**src/rtl/stereo_pkg.sv**
```systemverilog
// Shared types and constants for the stereo stream player: FSM state encoding,
// disparity width derivation and checksum width.
package stereo_pkg;

  typedef enum logic [2:0] {
    S_IDLE,
    S_ACTIVE,
    S_HBLANK,
    S_VBLANK,
    S_DONE
  } state_t;

  localparam int DISP_RANGE = 64;
  localparam int CS_W       = 32;

  function automatic int disp_bits(input int range);
    return (range > 1) ? $clog2(range) : 1;
  endfunction

  localparam int DBIT_DEF = disp_bits(DISP_RANGE);

endpackage

```
**src/rtl/stereo_stream_capture.sv**
```systemverilog
// Disparity capture: sample counter plus rotate-xor checksum (checksum built only with
// STEREO_PLAYER_CHECKSUM_EN); results update 1 cycle after i_disp_dval, never stalls the matcher.
module stereo_stream_capture
  import stereo_pkg::*;
#(
  parameter int DBIT = DBIT_DEF
) (
  input  logic            i_clk,
  input  logic            i_rst,
  input  logic            i_clr,
  input  logic [DBIT-1:0] i_disp,
  input  logic            i_disp_dval,
  output logic [31:0]     o_out_cnt,
  output logic [CS_W-1:0] o_checksum
);

  logic [31:0] r_out_cnt;

  // Clear has priority so a sample coincident with a new run start is dropped
  always_ff @(posedge i_clk) begin
    if (i_rst || i_clr) begin
      r_out_cnt <= '0;
    end else if (i_disp_dval) begin
      r_out_cnt <= r_out_cnt + 32'd1;
    end
  end

  assign o_out_cnt = r_out_cnt;

`ifdef STEREO_PLAYER_CHECKSUM_EN
  logic [CS_W-1:0] r_cs;

  always_ff @(posedge i_clk) begin
    if (i_rst || i_clr) begin
      r_cs <= '0;
    end else if (i_disp_dval) begin
      r_cs <= {r_cs[CS_W-2:0], r_cs[CS_W-1]} ^ {{(CS_W-DBIT){1'b0}}, i_disp};
    end
  end

  assign o_checksum = r_cs;
`else
  logic w_unused_disp;
  assign w_unused_disp = ^i_disp;
  assign o_checksum    = '0;
`endif

endmodule

```
**src/rtl/stereo_stream_player.sv**
```systemverilog
// Raster-timed L/R pixel replay with h/v blanking and frame count, plus disparity capture
// (checksum option STEREO_PLAYER_CHECKSUM_EN); stream registered 1 cycle, ready from state only.
module stereo_stream_player
  import stereo_pkg::*;
#(
  parameter int N    = 8,
  parameter int M    = 450,
  parameter int ROWS = 375,
  parameter int DBIT = DBIT_DEF,
  parameter int BW   = 16
) (
  input  logic            i_clk,
  input  logic            i_rst,
  input  logic            i_start,
  input  logic            i_abort,
  input  logic [BW-1:0]   i_hblank,
  input  logic [BW-1:0]   i_vblank,
  input  logic [7:0]      i_nframes,
  input  logic            i_src_valid,
  input  logic [N-1:0]    i_src_l,
  input  logic [N-1:0]    i_src_r,
  output logic            o_src_ready,
  output logic [N-1:0]    o_data_l,
  output logic [N-1:0]    o_data_r,
  output logic            o_dval,
  input  logic [DBIT-1:0] i_disp,
  input  logic            i_disp_dval,
  output logic            o_busy,
  output logic            o_done,
  output logic [7:0]      o_frame_cnt,
  output logic [31:0]     o_out_cnt,
  output logic [31:0]     o_checksum
);

  localparam int CW = (M > 1) ? $clog2(M) : 1;
  localparam int RW = (ROWS > 1) ? $clog2(ROWS) : 1;

  state_t        r_state, w_state_nxt;
  logic [CW-1:0] r_col;
  logic [RW-1:0] r_row;
  logic [BW-1:0] r_blank;
  logic [7:0]    r_frame_cnt;
  logic [N-1:0]  r_data_l, r_data_r;
  logic          r_dval;

  logic       w_xfer, w_eol, w_eof, w_last_frame, w_start;
  logic [7:0] w_frame_inc;

  assign w_xfer       = (r_state == S_ACTIVE) && i_src_valid;
  assign w_eol        = w_xfer && (r_col == CW'(M - 1));
  assign w_eof        = w_eol && (r_row == RW'(ROWS - 1));
  assign w_frame_inc  = r_frame_cnt + 8'd1;
  assign w_last_frame = (i_nframes != 8'd0) && (w_frame_inc == i_nframes);
  assign w_start      = (r_state == S_IDLE) && i_start && !i_abort;

  always_comb begin
    w_state_nxt = r_state;
    case (r_state)
      S_IDLE:   if (i_start) w_state_nxt = S_ACTIVE;
      S_ACTIVE: begin
        if (w_eof) begin
          if (w_last_frame)        w_state_nxt = S_DONE;
          else if (i_vblank != '0) w_state_nxt = S_VBLANK;
        end else if (w_eol && (i_hblank != '0)) begin
          w_state_nxt = S_HBLANK;
        end
      end
      S_HBLANK, S_VBLANK: if (r_blank <= BW'(1)) w_state_nxt = S_ACTIVE;
      S_DONE:   w_state_nxt = S_IDLE;
      default:  w_state_nxt = S_IDLE;
    endcase
    if (i_abort) w_state_nxt = S_IDLE;
  end

  always_ff @(posedge i_clk) begin
    if (i_rst) r_state <= S_IDLE;
    else       r_state <= w_state_nxt;
  end

  // Blank length is latched at end of line so later input changes only affect the next blank
  always_ff @(posedge i_clk) begin
    if (i_rst) begin
      r_col       <= '0;
      r_row       <= '0;
      r_blank     <= '0;
      r_frame_cnt <= '0;
      r_data_l    <= '0;
      r_data_r    <= '0;
      r_dval      <= 1'b0;
    end else begin
      r_dval <= w_xfer && !i_abort;
      if (w_xfer) begin
        r_data_l <= i_src_l;
        r_data_r <= i_src_r;
      end
      if (w_start) begin
        r_col       <= '0;
        r_row       <= '0;
        r_frame_cnt <= '0;
      end else if (!i_abort) begin
        if (w_eol) begin
          r_col   <= '0;
          r_row   <= w_eof ? '0 : r_row + RW'(1);
          r_blank <= w_eof ? i_vblank : i_hblank;
          if (w_eof) r_frame_cnt <= w_frame_inc;
        end else if (w_xfer) begin
          r_col <= r_col + CW'(1);
        end else if ((r_state == S_HBLANK) || (r_state == S_VBLANK)) begin
          r_blank <= r_blank - BW'(1);
        end
      end
    end
  end

  assign o_src_ready = (r_state == S_ACTIVE);
  assign o_busy      = (r_state != S_IDLE);
  assign o_done      = (r_state == S_DONE);
  assign o_data_l    = r_data_l;
  assign o_data_r    = r_data_r;
  assign o_dval      = r_dval;
  assign o_frame_cnt = r_frame_cnt;

  stereo_stream_capture #(
    .DBIT(DBIT)
  ) u_capture (
    .i_clk      (i_clk),
    .i_rst      (i_rst),
    .i_clr      (w_start),
    .i_disp     (i_disp),
    .i_disp_dval(i_disp_dval),
    .o_out_cnt  (o_out_cnt),
    .o_checksum (o_checksum)
  );

endmodule
```
**config.mk**
```make
export PLATFORM = sky130hd
export DESIGN_NAME = stereo_stream_player
export DESIGN_NICKNAME = d
export VERILOG_FILES = /design/src/rtl/stereo_pkg.sv /design/src/rtl/stereo_stream_capture.sv /design/src/rtl/stereo_stream_player.sv
export SDC_FILE = /design/constraint.sdc
export NUM_CORES = 1
export LEC_CHECK = 0
export CAP_MARGIN = 30
export CORE_MARGIN = 2
export CORE_UTILIZATION = 55
export CTS_CLUSTER_SIZE = 25
export DETAILED_ROUTE_END_ITERATION = 10
export DONT_BUFFER_PORTS = 1
export PLACE_DENSITY_LB_ADDON = 0.05
export SLEW_MARGIN = 30
export SYNTH_ARGS = -nofsm -noshare
export SYNTH_HDL_FRONTEND = slang
export SYNTH_HIERARCHICAL = 1
export SYNTH_SLANG_ARGS = --single-unit
```
**constraint.sdc**
```tcl
create_clock -name i_clk -period 5.6 [get_ports i_clk]
set_input_delay 1.68 -clock i_clk [delete_from_list [all_inputs] [get_ports i_clk]]
set_output_delay 1.68 -clock i_clk [all_outputs]
set_load 0.05 [all_outputs]
```
==> flow_summary.json, run 1 <==
{
  "placed_cell_area_mm2": 0.005260,
  "mostFrequentLayoutCell": "dfxtp_1",
  "nets": 726,
  "final.period_utilization": 0.6541,
  "drv_cap": 0,
  "grt_pass1_vias": 4193,
  "crit_arrival_ps": 3930,
  "holdCritStartpoint": "r_blank[1]",
  "logic_gate_count": 529,
  "whs_endpoint": "r_blank[1]",
  "grt_max_degree": 42,
  "clock_latency_ps": 370,
  "root_buffer": "clkbuf_8",
  "logic_area_mm2": 0.003157,
  "cp_num_cells": 7,
  "setup-tns-final_ps": 0,
  "final_cell_area_mm2": 0.005512,
  "h-tree-depth": 3,
  "p_seq_mw": 0.693,
  "ys.flops": 94,
  "place_inst": 768,
  "wirelength_um": 12120,
  "grt_use_total": 0.2305,
  "tightest_slew_ps": 886.0,
  "cp_slowest_stage_delay_ps": 760,
  "timing.rr.end": "r_blank[2]",
  "sh_seq_area": 0.3414,
  "yosys_warnings": 6,
  "setup_viol": 0,
  "io_pins": 160,
  "flop-count": 94,
  "fp_util": 0.5705,
  "largest_register_ffs": 32,
  "dpl.hpwl_um": 9015,
  "fa_ha_area_frac": 0.01881,
  "pg_clk_mw": 0.540,
  "final_cell_mix": "dfxtp_1 (94), nand2_1 (89), nor2_1 (61)",
  "top_power_group": "sequential cells",
  "cp_max_fo": 21,
  "synthAoiAreaFrac": 0.1270,
  "warning_count": 35,
  "dp_slack_ps": 1596,
  "top_area_cell_class": "logic gates",
  "wl_met1_um": 5272,
  "buffer_area_frac": 0.004086,
  "startpoint_type": "primary input",
  "worstRegToRegCells": 6,
  "ys_sh_mux": 0.02869,
  "synth_area_mm2": 0.005321,
  "cp_num_buf_inv": 1,
  "yosysMostFrequentCell": "dfxtp_1",
  "clkCellAreaFrac": 0.04359,
  "outcome": "completed",
  "grt_use_met3": 0.05335,
  "clkbuf_count": 9,
  "wl_met2_um": 5897,
  "yosysTopAreaCell": "dfxtp_1",
  "stdcell_count": 783,
  "core_mm2": 0.009328,
  "drt_iter0_drc": 112,
  "p_leak_nw": 1.925,
  "seq_area_mm2": 0.001882,
  "internal-power_mw": 0.9949,
  "slew_viol_final": 0,
  "diodes": 0,
  "synth-main-ff-cell": "dfxtp_1",
  "required_ps": 5860,
  "fin_util": 0.5909
}
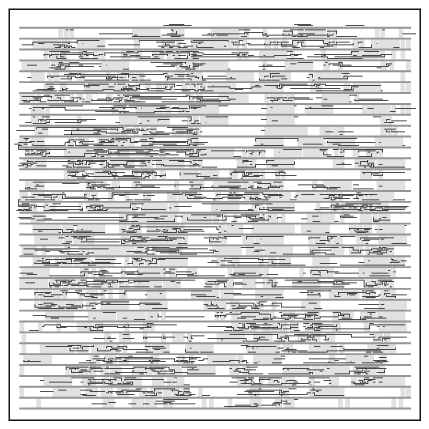
**Above:** run 1 (metal 1).
(4 px per um) Supply wires on this layer in gray.
The layer carries 5270 um of wire. The wires run mostly horizontal.

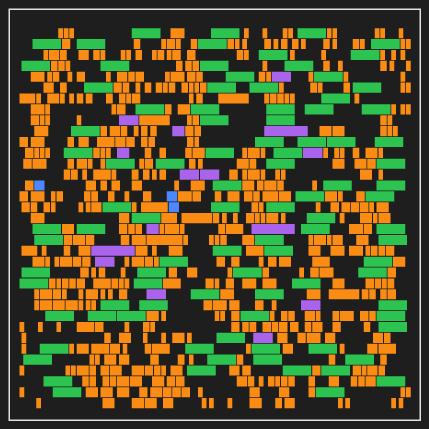
**Above:** run 1 (cell classes on the final placement).
(4 px per um)
remaining buffers and delay cells: shown in blue, cells 3, share of their area 0.42%. clock drivers and dummy loads: shown in purple, cells 15, share of their area 4.5%. combinational and other logic: shown in orange, cells 542, share of their area 60%. sequential cells: shown in green, cells 94, share of their area 35%.

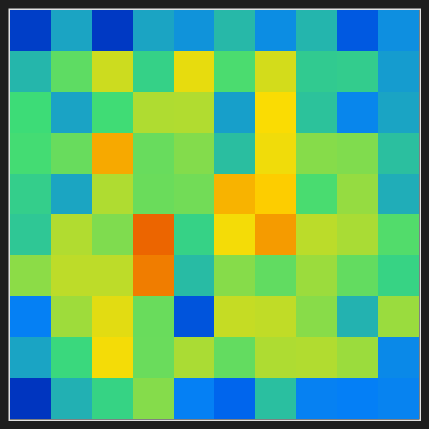
**Above:** run 1 (placement density heat map).
(4 px per um) The die is cut into 10 by 10 equal tiles; dark blue is low, red is high, 0 to 100% covered.
The densest ninth of the die: middle. 6.0% of the tiles are over 75% full. The fullest tile reaches 89%. The mean over all tiles is 51%.

**Run 1: cell outlines without signal wires**

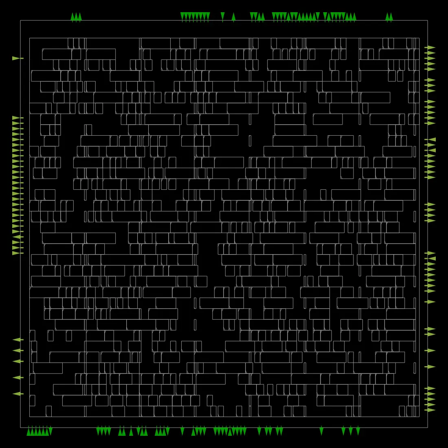

==> run 2, diff against run 1 <==
==> constraint.sdc (replaced) <==
create_clock -name i_clk -period 3.7 [get_ports i_clk]
set_input_delay 1.11 -clock i_clk [delete_from_list [all_inputs] [get_ports i_clk]]
set_output_delay 1.11 -clock i_clk [all_outputs]
set_load 0.05 [all_outputs]
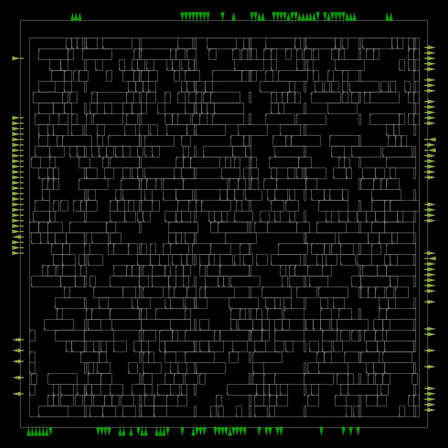
**Above:** run 2 (cell outlines without signal wires).
Flops: 94
sequential cell area share: 0.3414
Cell Count, Final, Fillers Out: 790
Final Util: 0.5910

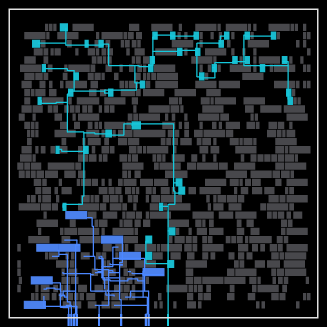
**Above:** run 2 (port wiring).
(3 px per um)
`i_rst`: shown in cyan, bits 1, direction input, edge bottom, end cells 41, buffers 0, wire 437 um. `o_frame_cnt`: shown in blue, bits 8, direction output, edge bottom, end cells 8, buffers 1, wire 371 um.

==> run 2 against run 1 <==
Effect of this change: register-to-register slack got worse by 1600 ps; critical endpoint is now o_done; die size unchanged; non-clock buffer count increased by 6; setup slack got worse by 1000 ps; hold slack improved by 23 ps; final area about the same.
==> flow_summary.json, run 2 <==
{
  "nets": 732,
  "cp_slowest_stage_delay_ps": 820,
  "final_cell_mix": "dfxtp_1 (94), nand2_1 (89), nor2_1 (61)",
  "fa_ha_area_frac": 0.01881,
  "post_cts_buffers": 0,
  "slowest_stage": "nor3b_2",
  "clkbuf_count": 9,
  "pg_clk_mw": 0.713,
  "h-tree-depth": 3,
  "io_pins": 160,
  "final.period_utilization": 0.7580,
  "yosys_warnings": 6,
  "wl_met2_um": 5821,
  "logic_gate_count": 529,
  "fp_util": 0.5705,
  "grt_max_degree": 42,
  "ys.flops": 94,
  "required_ps": 2590,
  "cp_max_fo": 8,
  "root_buffer": "clkbuf_8",
  "placed_cell_area_mm2": 0.005298,
  "startpoint_type": "flop",
  "crit_arrival_ps": 1690,
  "grt_use_total": 0.2338,
  "logic_area_mm2": 0.003146,
  "p_leak_nw": 1.941,
  "cts_tree": "done",
  "cts_buffers": 9,
  "power_switching_mw": 0.5486,
  "synth-main-ff-cell": "dfxtp_1",
  "cp_num_buf_inv": 0,
  "mostFrequentLayoutCell": "dfxtp_1",
  "place_inst": 773,
  "holdCritStartpoint": "r_blank[1]",
  "internal-power_mw": 1.378,
  "largest_register_ffs": 32,
  "vias": 4612,
  "critPathKind": "reg -> out",
  "clkCellAreaFrac": 0.03700,
  "ys_sh_mux": 0.02869,
  "warning_count": 35,
  "yosysTopAreaCell": "dfxtp_1",
  "synthAoiAreaFrac": 0.1270,
  "grt_pass1_vias": 4176,
  "diodes": 0,
  "wl_met1_um": 5574,
  "cp_num_cells": 1,
  "async_flop_share": 0,
  "top_power_group": "sequential cells",
  "yosysMostFrequentCell": "dfxtp_1",
  "ys_sh_simple": 0.3202,
  "synth_area_mm2": 0.005321,
  "dpl.hpwl_um": 8914,
  "core_mm2": 0.009328,
  "tightest_slew_ps": 926.3,
  "final_cell_area_mm2": 0.005513,
  "whs_path_depth": 2,
  "wirelength_um": 12260,
  "whs_endpoint": "r_blank[1]",
  "setup-tns-final_ps": 0,
  "final_layout_size_suffix_gt1_frac": 0.07413,
  "buffer_area_frac": 0.01294,
  "relSlewSlack": 0.3798,
  "drv_cap": 0,
  "outcome": "completed",
  "timing.rr.end": "u_capture/o_out_cnt[24]",
  "seq_area_mm2": 0.001882,
  "met1_usage": 0.3049,
  "drt_iter0_drc": 144,
  "met3_wirelength_um": 707,
  "worstRegToRegCells": 6
}
**Run 2: placement density heat map**

(4 px per um) The die is cut into 10 by 10 equal tiles; dark blue is low, red is high, 0 to 100% covered.
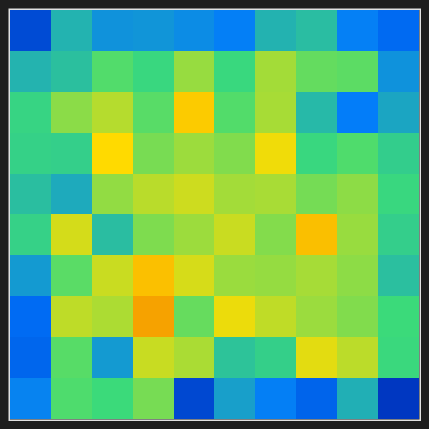

==> run 3, diff against run 2 <==
==> constraint.sdc (replaced) <==
create_clock -name i_clk -period 2.7 [get_ports i_clk]
set_input_delay 0.81 -clock i_clk [delete_from_list [all_inputs] [get_ports i_clk]]
set_output_delay 0.81 -clock i_clk [all_outputs]
set_load 0.05 [all_outputs]
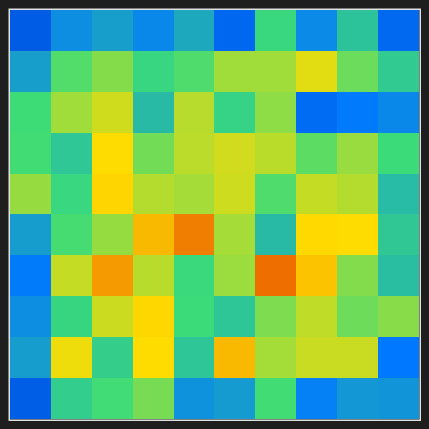
**Above:** run 3 (placement density heat map).
(4 px per um) The die is cut into 10 by 10 equal tiles; dark blue is low, red is high, 0 to 100% covered.
The densest ninth of the die: middle. The fullest tile reaches 87%. 9.0% of the tiles are over 75% full. The mean over all tiles is 53%.

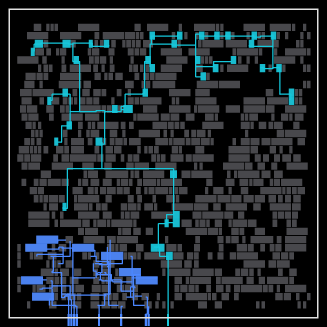
**Above:** run 3 (port wiring).
(3 px per um)
`i_rst`: shown in cyan, bits 1, direction input, edge bottom, end cells 41, buffers 0, wire 395 um. `o_frame_cnt`: shown in blue, bits 8, direction output, edge bottom, end cells 8, buffers 8, wire 342 um.

==> run 3 against run 2 <==
Effect of this change: sequential power increased by 36%; largest power group unchanged; non-clock buffer count is 29 higher; critical path depth rose by 5; synthesized cell count unchanged; clock power up 22%; final area is 3.4% higher.
==> flow_summary.json, run 3 <==
{
  "placed_cell_area_mm2": 0.005523,
  "worstRegToRegCells": 6,
  "cp_max_fo": 6,
  "final_cell_mix": "dfxtp_1 (94), nand2_1 (89), nor2_1 (61)",
  "place_inst": 803,
  "cts_buffers": 9,
  "largest_register_ffs": 32,
  "final.period_utilization": 0.8310,
  "ys_sh_mux": 0.02869,
  "final_cell_area_mm2": 0.005703,
  "met3_wirelength_um": 807,
  "post_cts_buffers": 0,
  "grt_max_degree": 42,
  "seq_area_mm2": 0.001882,
  "flop-count": 94,
  "warning_count": 35,
  "vias": 4691,
  "met1_usage": 0.3102,
  "yosysTopAreaCell": "dfxtp_1",
  "drt_iter0_drc": 168,
  "cp_num_buf_inv": 1,
  "required_ps": 2990,
  "setup-tns-final_ps": 0,
  "clock_latency_ps": 360,
  "yosysMostFrequentCell": "dfxtp_1",
  "clkCellAreaFrac": 0.03159,
  "synth_area_mm2": 0.005321,
  "p_seq_mw": 1.43,
  "grt_pass1_vias": 4372,
  "fa_ha_area_frac": 0.01881,
  "critPathKind": "reg -> reg",
  "synthAoiAreaFrac": 0.1270,
  "drv_cap": 0,
  "dp_slack_ps": 337.2,
  "mostFrequentLayoutCell": "dfxtp_1",
  "ys_sh_simple": 0.3202,
  "cts_tree": "done",
  "p_leak_nw": 2.078,
  "setup_viol": 0,
  "slew_viol_final": 0,
  "whs_path_depth": 2,
  "crit_arrival_ps": 2530,
  "outcome": "completed",
  "wirelength_um": 12320,
  "whs_endpoint": "r_blank[1]",
  "logic_gate_count": 529,
  "timing.rr.end": "r_state[0]",
  "clkbuf_count": 10,
  "h-tree-depth": 3,
  "grt_use_total": 0.2358,
  "io_pins": 160,
  "core_mm2": 0.009328,
  "tightest_slew_ps": 710.6,
  "async_flop_share": 0
}
Power and IR drop assume default switching activity.
